## src/rtl/dpram_rd_ctrl_pkg.sv

```systemverilog
// Shared definitions for the DPRAM line read controller: FSM encoding, output
// FIFO depth and the layout of the tagged FIFO word {sof, eol, data}.
package dpram_rd_ctrl_pkg;

    typedef enum logic {
        ST_IDLE = 1'b0,
        ST_READ = 1'b1
    } rd_state_t;

    localparam int FIFO_DEPTH = 2;

    // Tag offsets above the pixel field: word = {sof, eol, data}
    localparam int TAG_EOL_OFS = 0;
    localparam int TAG_SOF_OFS = 1;
    localparam int TAG_BITS    = 2;

endpackage

```

## src/rtl/dpram_rd_ctrl_fifo.sv

```systemverilog
// Two-entry valid/ready FIFO holding tagged pixel words between the RAM read
// stage and the downstream pixel interface.
module rd_out_fifo
    import dpram_rd_ctrl_pkg::*;
#(
    parameter int WIDTH = 12
) (
    input  logic             clk,
    input  logic             rst_n,
    input  logic             push,
    input  logic [WIDTH-1:0] push_word,
    input  logic             pop,
    output logic [WIDTH-1:0] head_word,
    output logic             valid,
    output logic [1:0]       count
);

    logic [WIDTH-1:0] mem [FIFO_DEPTH];
    logic             wr_ptr;
    logic             rd_ptr;
    logic             pop_ok;

    assign pop_ok    = pop && (count != 2'd0);
    assign valid     = (count != 2'd0);
    assign head_word = mem[rd_ptr];

    always_ff @(posedge clk or negedge rst_n) begin
        if (!rst_n) begin
            wr_ptr <= 1'b0;
            rd_ptr <= 1'b0;
            count  <= 2'd0;
        end else begin
            if (push) wr_ptr <= wr_ptr + 1'b1;
            if (pop_ok) rd_ptr <= rd_ptr + 1'b1;
            count <= count + {1'b0, push} - {1'b0, pop_ok};
        end
    end

    // Storage is data only; consumers never look at it while count is zero
    always_ff @(posedge clk) begin
        if (push) mem[wr_ptr] <= push_word;
    end

endmodule

```

## src/rtl/dpram_rd_ctrl.sv

```systemverilog
// Read side of the line ping-pong DPRAM: detects finished lines, streams the
// page out with SOF/EOL tags. Define DPRAM_RD_DROP_CNT_EN for the drop counter.
module dpram_rd_ctrl
    import dpram_rd_ctrl_pkg::*;
#(
    parameter int A_WIDTH    = 9,
    parameter int D_WIDTH    = 10,
    parameter int C_LINE_LEN = 250,
    parameter int C_ROWS     = 250
) (
    input  logic               CLOCK,
    input  logic               RESET_N,
    input  logic               DPRAM_RD_PAGE,
    input  logic               FRAME_TGL,
    output logic [A_WIDTH-1:0] DPRAM_RD_ADDR,
    output logic               DPRAM_EN,
    input  logic [D_WIDTH-1:0] DPRAM_DO,
    output logic [D_WIDTH-1:0] PIX_DATA,
    output logic               PIX_VALID,
    input  logic               PIX_READY,
    output logic               PIX_SOF,
    output logic               PIX_EOL,
    output logic [15:0]        ROW_COUNT,
    output logic               LINE_DROP,
    output logic [15:0]        DROP_COUNT
);

    localparam int               IDX_W    = A_WIDTH - 1;
    localparam int               WORD_W   = D_WIDTH + TAG_BITS;
    localparam logic [IDX_W-1:0] LAST_IDX = IDX_W'(C_LINE_LEN - 1);
    localparam logic [15:0]      ROW_MAX  = 16'(C_ROWS - 1);

    function automatic logic [15:0] sat_inc(input logic [15:0] v, input logic [15:0] lim);
        return (v >= lim) ? lim : v + 16'd1;
    endfunction

    logic page_s1, page_s2, page_h;
    logic frame_s1, frame_s2, frame_h;
    logic page_edge, frame_edge;

    rd_state_t        state, state_nxt;
    logic             consume, issue, credit_ok;
    logic             pending, pend_page, rd_page;
    logic [IDX_W-1:0] idx;
    logic             line_sof, sof_arm, sof_eff;
    logic             drop_evt, line_drop;
    logic [1:0]       lines_open;
    logic             clr_pend;
    logic [15:0]      row_count;

    logic              vld_p0, sof_p0, eol_p0;
    logic [WORD_W-1:0] push_word, head_word;
    logic              fifo_valid, pop, eol_xfer;
    logic [1:0]        fifo_count;

    always_ff @(posedge CLOCK or negedge RESET_N) begin
        if (!RESET_N) begin
            page_s1  <= 1'b0;
            page_s2  <= 1'b0;
            page_h   <= 1'b0;
            frame_s1 <= 1'b0;
            frame_s2 <= 1'b0;
            frame_h  <= 1'b0;
        end else begin
            page_s1  <= DPRAM_RD_PAGE;
            page_s2  <= page_s1;
            page_h   <= page_s2;
            frame_s1 <= FRAME_TGL;
            frame_s2 <= frame_s1;
            frame_h  <= frame_s2;
        end
    end

    assign page_edge  = page_s2 ^ page_h;
    assign frame_edge = frame_s2 ^ frame_h;
    assign sof_eff    = sof_arm | frame_edge;

    // A pop this cycle frees a slot before the issued word lands, so count it
    assign credit_ok = ({1'b0, fifo_count} + {2'b0, vld_p0}) < (3'd2 + {2'b0, pop});

    always_ff @(posedge CLOCK or negedge RESET_N) begin
        if (!RESET_N) state <= ST_IDLE;
        else          state <= state_nxt;
    end

    always_comb begin
        state_nxt = state;
        consume   = 1'b0;
        issue     = 1'b0;
        unique case (state)
            ST_IDLE: begin
                if (pending) begin
                    consume   = 1'b1;
                    state_nxt = ST_READ;
                end
            end
            ST_READ: begin
                issue = credit_ok;
                if (issue && (idx == LAST_IDX)) state_nxt = ST_IDLE;
            end
            default: state_nxt = ST_IDLE;
        endcase
    end

    assign drop_evt = page_edge && pending && !consume;

    always_ff @(posedge CLOCK or negedge RESET_N) begin
        if (!RESET_N) begin
            pending    <= 1'b0;
            pend_page  <= 1'b0;
            rd_page    <= 1'b0;
            idx        <= '0;
            line_sof   <= 1'b0;
            sof_arm    <= 1'b1;
            line_drop  <= 1'b0;
            lines_open <= 2'd0;
            clr_pend   <= 1'b0;
            row_count  <= 16'd0;
            vld_p0     <= 1'b0;
        end else begin
            line_drop <= drop_evt;
            if (page_edge) begin
                pending   <= 1'b1;
                pend_page <= page_s2;
            end else if (consume) begin
                pending <= 1'b0;
            end

            // Frame edge is applied before a coincident line start
            if (consume) begin
                rd_page  <= pend_page;
                idx      <= '0;
                line_sof <= sof_eff;
                sof_arm  <= 1'b0;
            end else begin
                if (issue) idx <= idx + 1'b1;
                if (frame_edge) sof_arm <= 1'b1;
            end

            lines_open <= lines_open + {1'b0, consume} - {1'b0, eol_xfer};

            if (eol_xfer) begin
                if (clr_pend || frame_edge) begin
                    row_count <= 16'd0;
                    clr_pend  <= 1'b0;
                end else begin
                    row_count <= sat_inc(row_count, ROW_MAX);
                end
            end else if (frame_edge) begin
                if (lines_open != 2'd0) clr_pend  <= 1'b1;
                else                    row_count <= 16'd0;
            end

            vld_p0 <= issue;
        end
    end

    // Stage p0: RAM access in flight, tags travel alongside
    always_ff @(posedge CLOCK) begin
        sof_p0 <= line_sof && (idx == '0);
        eol_p0 <= (idx == LAST_IDX);
    end

    always_comb begin
        push_word                         = '0;
        push_word[D_WIDTH-1:0]            = DPRAM_DO;
        push_word[D_WIDTH + TAG_SOF_OFS]  = sof_p0;
        push_word[D_WIDTH + TAG_EOL_OFS]  = eol_p0;
    end

    rd_out_fifo #(
        .WIDTH(WORD_W)
    ) u_fifo (
        .clk       (CLOCK),
        .rst_n     (RESET_N),
        .push      (vld_p0),
        .push_word (push_word),
        .pop       (pop),
        .head_word (head_word),
        .valid     (fifo_valid),
        .count     (fifo_count)
    );

    assign pop      = fifo_valid && PIX_READY;
    assign eol_xfer = pop && head_word[D_WIDTH + TAG_EOL_OFS];

    assign DPRAM_EN      = issue;
    assign DPRAM_RD_ADDR = issue ? {rd_page, idx} : '0;
    assign PIX_VALID     = fifo_valid;
    assign PIX_DATA      = fifo_valid ? head_word[D_WIDTH-1:0] : '0;
    assign PIX_SOF       = fifo_valid && head_word[D_WIDTH + TAG_SOF_OFS];
    assign PIX_EOL       = fifo_valid && head_word[D_WIDTH + TAG_EOL_OFS];
    assign ROW_COUNT     = row_count;
    assign LINE_DROP     = line_drop;

`ifdef DPRAM_RD_DROP_CNT_EN
    logic [15:0] drop_count;

    always_ff @(posedge CLOCK or negedge RESET_N) begin
        if (!RESET_N)      drop_count <= 16'd0;
        else if (drop_evt) drop_count <= sat_inc(drop_count, 16'hFFFF);
    end

    assign DROP_COUNT = drop_count;
`else
    assign DROP_COUNT = 16'd0;
`endif

endmodule

```

## config.mk

```make
export PLATFORM = sky130hd
export DESIGN_NAME = dpram_rd_ctrl
export DESIGN_NICKNAME = d
export VERILOG_FILES = /design/src/rtl/dpram_rd_ctrl_pkg.sv /design/src/rtl/dpram_rd_ctrl_fifo.sv /design/src/rtl/dpram_rd_ctrl.sv
export SDC_FILE = /design/constraint.sdc
export NUM_CORES = 1
export LEC_CHECK = 0
export CORE_MARGIN = 3
export CORE_UTILIZATION = 40
export CTS_CLUSTER_DIAMETER = 40
export DETAILED_ROUTE_END_ITERATION = 10
export PLACE_DENSITY_LB_ADDON = 0.1
export SYNTH_ARGS = -nofsm -noshare
export SYNTH_HDL_FRONTEND = slang
export SYNTH_SLANG_ARGS = --single-unit
```

## constraint.sdc

```tcl
create_clock -name CLOCK -period 1.7 [get_ports CLOCK]
set_input_delay 0.17 -clock CLOCK [delete_from_list [all_inputs] [get_ports CLOCK]]
set_output_delay 0.17 -clock CLOCK [all_outputs]
set_load 0.02 [all_outputs]
```

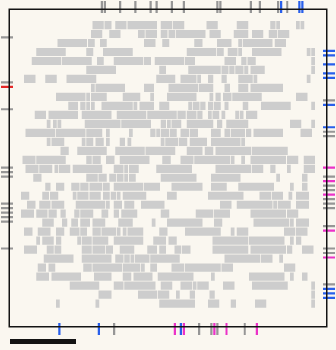
(run_1/io_placement.png)
Scale bar: 20 µm. Pins as bars across the die edge, other pins in gray.
`DPRAM_RD_PAGE` -> red  # pins 1, direction input, edge left
`DROP_COUNT` -> blue  # pins 16, direction output, edge 10 right, 3 bottom, 3 top
`DPRAM_DO` -> magenta  # pins 10, direction input, edge 5 bottom, 5 right
floorplan die height: 95.7 µm
Die W: 95.7 µm
number of port buffers: 54

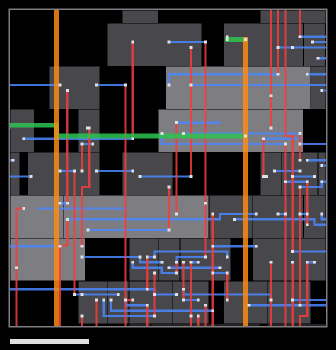
(run_1/detail.png)
Scale bar: 5 µm. Window x 38 to 58, y 57 to 77 µm. Cells in gray, sequential cells in the stronger gray; small squares are vias.
metal 4 -> orange
metal 2 -> red
metal 1 -> blue
metal 3 -> green
netlist names of flops here include = `ROW_COUNT` (2), `lines_open` (2)
cells with their middle in the window = 26
most frequent = dfrtp_1 (4), buf_4 (4), inv_1 (3)
sequential cells in the window = 4

==> notes.md, run 1 <==
Figures from the implementation reports.

- The HPWL after detailed placement reads 4.54 mm.
- The first global-routing pass estimated 10.7 mm of wire.
- The tap cell count reads 102.
- The clock network power is 1.44 mW.
- The total number of yosys warnings reads 0.
- After synthesis, the largest family of logic cells by area is simple AND/OR/NAND/NOR gates.
- The worst hold path class reads input port to flip-flop.
- Summing every instance area after synthesis gives 3220 µm².
- The hold path startpoint is FRAME_TGL.
- The worst min-delay path endpoint is frame_s1.
- The fraction of area in registers is 41.9%.
- Counting tap cells, the placed design contains a total of 461 instances.
- The layout buffering overhead excluding clock cells reads 18.5%.
- The worst flop-to-flop path endpoint reads u_fifo.count[1].
- Global route summary, busiest routing layer listed as met2.
- Counting distinct cell types in the post-synthesis netlist gives 42.
- The most numerous cell in the Yosys netlist reads dfrtp_1.
- The cell-mix breakdown from Yosys lists the XOR/XNOR area share as 2.18%.
- The tree is rooted in a clkbuf_8.
- 0 antenna diodes ended up in the layout.
- The first TritonRoute pass finished after 4 iterations.
- The sequential cell area reads 1890 µm².
- The final critical path takes up 109% of the cycle.
- The area taken by multi-input logic gates reads 1370 µm².
- The most used flip-flop cell after synthesis is dfrtp_1.
- The top fanout value on the critical path reads 8.
- The detailed-route wire length per cell reads 14.3 µm.
- The final route contains 2342 vias.
- Post-CTS repair changed the size of 119 cells.
- After floorplanning, the core was sized to cover 7770 µm².
- The total placed instance area is 4040 µm².
- The TritonCTS clock tree reads done.
- The final layout contains a sequential cell count of 71.
- The area reported by Yosys stat is 3220 µm².
- The final tally of setup violations reads 16.
- The maximum clock frequency reads 0.539 GHz.
- Synthesis handed over a netlist of 285 instances.
- The number of inserted filler cells in the final layout reads 677.
- The most common logic cell in the routed design reads dfrtp_1.
- The startpoint kind of the worst setup timing path reads a flip-flop.
- The post-route setup TNS is -1.59 ns.
- The reg-to-reg startpoint reads u_fifo.count[0].
- The weighted congestion at the end of routability-driven global placement is 0.836.
- The clock network area share is 4.83%.
- The final cell count without fillers reads 485.
- The relative contribution of the clock network to total power is 17.9%.
- The number of multi-input logic gates is 186.
- The termination of the worst setup path reads DPRAM_RD_ADDR[7].
- For reference, the placement row count at floorplan is 32.
- Max-cap violations in this run came to 0.
- The layout stage reports a final design area of 4510 µm².
- After global routing the overflow that remains totals 0.
- The minimum hold slack is 0.274 ns.
- The total sequential power reads 2.52 mW.
- The number of signal-net inverters in the final layout is 18.
- The total DRC errors in the routed layout is 0.
- The register bit count reported by yosys reads 71.
- The endpoint class of the critical path is an output port.
- The setup fix buffers added after clock tree synthesis reads 2.
- The minimum setup slack in the final design reads -0.156 ns.
- In this run, the synthesized area fraction spent on and/or/nand/nor cells is recorded as 15.4%.
- The pin count of the biggest net entering global routing is 46.
- The fraction of met2 tracks used by global routing reads 23.6%.
- Per the post-route antenna check, the number of violating nets is 0.
- The core utilization before placement is 41.4%.
- For the pin with the worst max-slew slack, the measured transition is 0.588 ns.
- The total number of nets in the final design reads 405.
- The final reports fail on negative setup slack.
- The portion of the post-synthesis area used by sequential elements is 58.7%.
- Clock buffers in the final layout number 11.
- The met1 demand-to-capacity share in global routing reads 21.1%.
- Counting pins that exceed their max-slew limit in the final report gives 0.
- The number of global-route vias before repair reads 2175.
- The endpoint arrival time on the critical path is 1.69 ns.
- The worst register-to-register path has a setup slack of -0.09 ns.
- The power share of the combinational group reads 50.9%.
- The commonest cells after synthesis are dfrtp_1 (44), nor2_1 (27), edfxtp_1 (24).
- The report puts the cell count of the worst reg-to-reg path at 10.
- The cell kind with the greatest summed area is sequential cells.
- The flow ran to the end, but the final reports show violations.
- Of the total synthesized cell area, the portion taken by AND-OR and OR-AND cells is 7.58%.
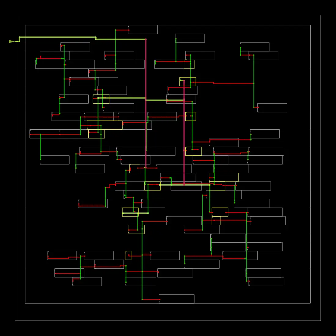
(run_1/clocks.png)
CTS Sinks: 71
clock latency at the later pin of the worst-skew pair: 0.33 ns

## run 1: registers in the layout, indices dropped and copies added (netlist names), 2 cells and up
name          flops
lines_open        2
ROW_COUNT        16
u_fifo.mem       24
idx               8
u_fifo.count      2
## run 1: per-layer routing
layer / part of all wire (%) / up-vias / routed length (µm)
li1: - / 1152 / -
met1: 45 / 1114 / 3150
met2: 48 / 70 / 3370
met3: 5.1 / 6 / 355
met4: 1.0 / 0 / 72
met5: 0 / - / 0
## run 1: worst max-delay path: stages (launching register included)
cell and delay, ns:
dfrtp_1 0.39, ha_2 0.21, ha_4 0.24, o21ai_2 0.06, buf_6 0.15, and3_4 0.19
buf_6 0.11
==> run_1/metal_density.png <==
19 x 19 tiles, from white (low) to dark blue (high), scaled to the fullest tile. Values are wire area over tile area, all layers added.
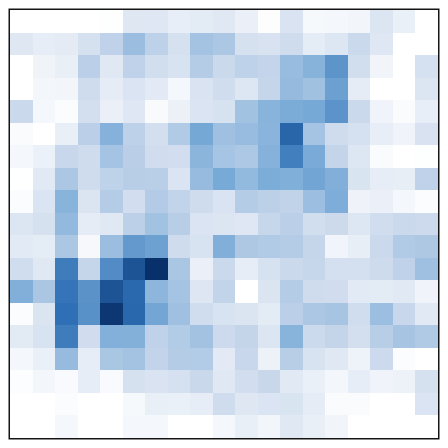

==> run 2: changes to the inputs <==
==> constraint.sdc (replaced) <==
create_clock -name CLOCK -period 1.85 [get_ports CLOCK]
set_input_delay 0.185 -clock CLOCK [delete_from_list [all_inputs] [get_ports CLOCK]]
set_output_delay 0.185 -clock CLOCK [all_outputs]
set_load 0.02 [all_outputs]
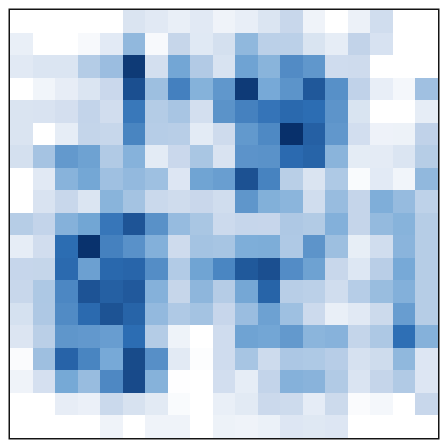
(run_2/metal_density.png)
19 x 19 tiles, from white (low) to dark blue (high), scaled to the fullest tile. Values are wire area over tile area, all layers added.
nearly empty tiles = 11%
mean over tiles = 0.12
tiles over half the peak = 24%
fullest tile = 0.37
overall fraction of global-route tracks in use: 16.2%
Routed WL per cell: 14.2 µm
drt total wl: 6.86 mm

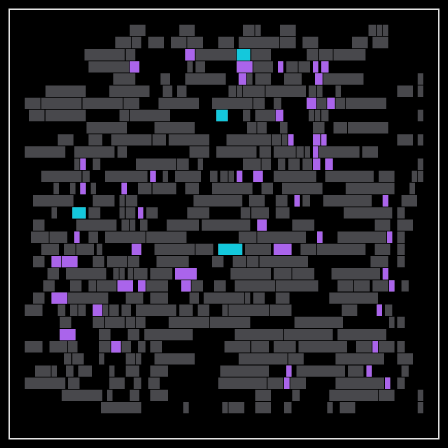
(run_2/logic_types.png)
non-inverting ao/oa cells -> cyan  # cells 4
nor cells -> purple  # cells 50, most used nor2_1, where spread over the die
leading cell type in the layout, fill and taps excluded: dfrtp_1
combinational share of cell area: 30.5%
Non-Filler Instances: 484

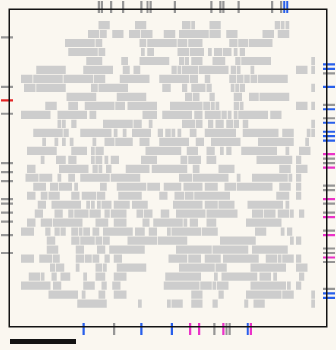
(run_2/io_placement.png)
Scale bar: 20 µm. Pins as bars across the die edge, other pins in gray.
`DPRAM_RD_PAGE` -> red  # pins 1, direction input, edge left
`DROP_COUNT` -> blue  # pins 16, direction output, edge 10 right, 4 bottom, 2 top
`DPRAM_DO` -> magenta  # pins 10, direction input, edge 6 right, 4 bottom

==> run 2 against run 1 <==
Net effect: the flow still finishes with violations (negative setup slack); power down 8.2%; cell area is 1.7% lower; global-route usage is 0.88 points higher; non-clock buffer count is 1 lower; register-to-register slack better by 0.10 ns; via count is 0.26% lower; die size unchanged; clock skew fell by 0.0042 ns; sequential share of layout area is 0.69 points higher; clock-buffer cell count stayed put; critical path depth did not move.
==> notes.md, run 2 <==
Figures from the implementation reports.

- The fraction of met2 tracks used by global routing was 25.8% (+2.3 points).
- The area of the mapped netlist is 3220 µm² (unchanged).
- The area taken by multi-input logic gates is 1350 µm² (-1.3%).
- The floorplan die width was 95.7 µm (unchanged).
- The HPWL after detailed placement reads 4.41 mm (-2.9%).
- The max-cap violation count reads 0 (unchanged).
- The highest metal layer used by the detailed router is met4.
- The pin count of the biggest net entering global routing is 42 (-8.7%).
- The minimum setup slack in the final design reads -0.0583 ns (+0.0974 ns).
- The global routing's busiest layer reads met2.
- The total placed instance area came to 3990 µm² (-1.2%).
- The weighted congestion at the end of routability-driven global placement reads 0.750 (-10%).
- The layout buffering overhead excluding clock cells was 17.8% (-0.78 points).
- Setup repair after global routing could not meet its margin everywhere.
- The placeable core region reads 7770 µm² (unchanged).
- The count of port buffers added during placement came to 54 (unchanged).
- The depth of the most critical reg-to-reg path came to 10 (unchanged).
- The minimum hold slack was 0.195 ns (-0.0793 ns).
- The most critical setup path has its endpoint at DPRAM_RD_ADDR[2].
- The flip-flop count of the largest register after layout is 24 (unchanged).
- The total via count in the routed design reads 2336 (-0.26%).
- The fraction of area in registers reads 42.6% (+0.69 points).
- The routed metal-1 wirelength reads 3.12 mm (-1.1%).
- STA classifies the critical path startpoint as a flip-flop.
- The register containing the most flip-flops in the final layout reads u_fifo.mem.
- The number of signal-net inverters in the final layout is 18 (unchanged).
- The worst-skew pair later-pin latency is 0.34 ns (about the same).
- STA lists the startpoint of the worst register-to-register path as u_fifo.count[0].
- The highest cell delay on the worst timing path is 0.43 ns (+0.04 ns).
- The checks that failed: negative setup slack.
- Per STA, the worst path is made up of ha_4 > ha_4 > o21ai_2 > buf_6 > and3_4 > buf_6.
- The power share of the combinational group is 51.4% (+0.5 points).
- The clock tree root driver cell reads clkbuf_8.
- The cell count after placement reads 457 (-0.87%).
- The total number of sequential cells is 71 (unchanged).
- The portion of the post-synthesis area used by sequential elements is 58.7% (unchanged).
- The cell with the biggest individual delay on the critical path reads dfrtp_1.
- The register bit count reported by yosys is 71 (unchanged).
- The number of sinks on the clock net reads 71 (unchanged).
- The setup fix buffers added after clock tree synthesis is 7 (+5).
- The routed length on met3 reads 412 µm (+16%).
- The global-route wire length before repair is 11.2 mm (+4.9%).
- The sum of overflow across all layers after global routing reads 0 (unchanged).
- The top fanout value on the critical path is 8 (unchanged).
- The final tally of setup violations was 9 (-7).
- The number of diodes added for antenna fixing was 0 (unchanged).
- The cell count after synthesis came to 285 (unchanged).
- The run finished, with violations left.
- The first-pass iteration count of the detailed router reads 4 (unchanged).
- The met2 wire length was 3.25 mm (-3.5%).
- The post-route standard cell area excluding fillers is 4430 µm² (-1.7%).
- The number of antenna-violating nets in the routed design reads 0 (unchanged).
- The post-route setup TNS reads -0.341 ns (+1.25 ns).
- The clock network area share was 4.66% (-0.17 points).
- The endpoint arrival time on the critical path reads 1.72 ns (+0.03 ns).
- The tightest min-delay check is of the input port to asynchronous set/reset pin type.
- The number of multi-input logic gates came to 186 (unchanged).
- The total number of nets in the final design is 404 (-0.25%).
- The dominant register cell in the synthesized netlist is dfrtp_1.
- The worst register-to-register path ends at lines_open[1].
- The final-layout clock buffer total is 11 (unchanged).
- The setup slack on the worst flop-to-flop path came to 0.01 ns (+0.10 ns).
- The final-report max-slew violation count was 0 (unchanged).
- The count of cell instances traversed by the critical path was 6 (unchanged).
- The total DRC errors in the routed layout is 0 (unchanged).
- In this design, the largest share of critical-path delay is due to flip-flops.
- The number of global-route vias before repair reads 2338 (+7.5%).
- The number of cells upsized or downsized after cts reads 108 (-9.2%).
- The standard-cell row count reads 32 (unchanged).
- In the synthesized netlist, the cells that appear most often are dfrtp_1 (44), nor2_1 (27), edfxtp_1 (24).
- The TritonCTS clock tree is done.
- The endpoint class of the critical path is an output port.
- The relative contribution of the clock network to total power reads 17.2% (-0.7 points).
- The total number of yosys warnings reads 0 (unchanged).
- The sequential cell area is 1890 µm² (about the same).
- The die span in y was 95.7 µm (unchanged).
- The count of distinct cell types in the synthesized netlist is 42 (unchanged).
[run 2: kinds of logic after synthesis]
group	count (synthesis)	synth area share, %
other cells	1	0.117
buf+inv	43	7.04
xor+xnor	8	2.18
flops	71	58.7
fa+ha+maj	12	4.67
compound gates	37	7.58
mux	14	4.36
simple gates	99	15.4
[run 2: power by group through the flow]
stage | Combinational (mW) | Sequential, mW | Clock (mW)
2_1_floorplan | 1.86 | 2.27 | 0
3_3_place_gp | 3.29 | 2.30 | 0
3_5_place_dp | 3.32 | 2.31 | 0
4_1_cts | 3.64 | 2.31 | 1.31
5_1_grt | 4.18 | 2.38 | 1.38
6_report | 3.81 | 2.33 | 1.27
No activity file was given, so power comes from the tool's default toggle rates.
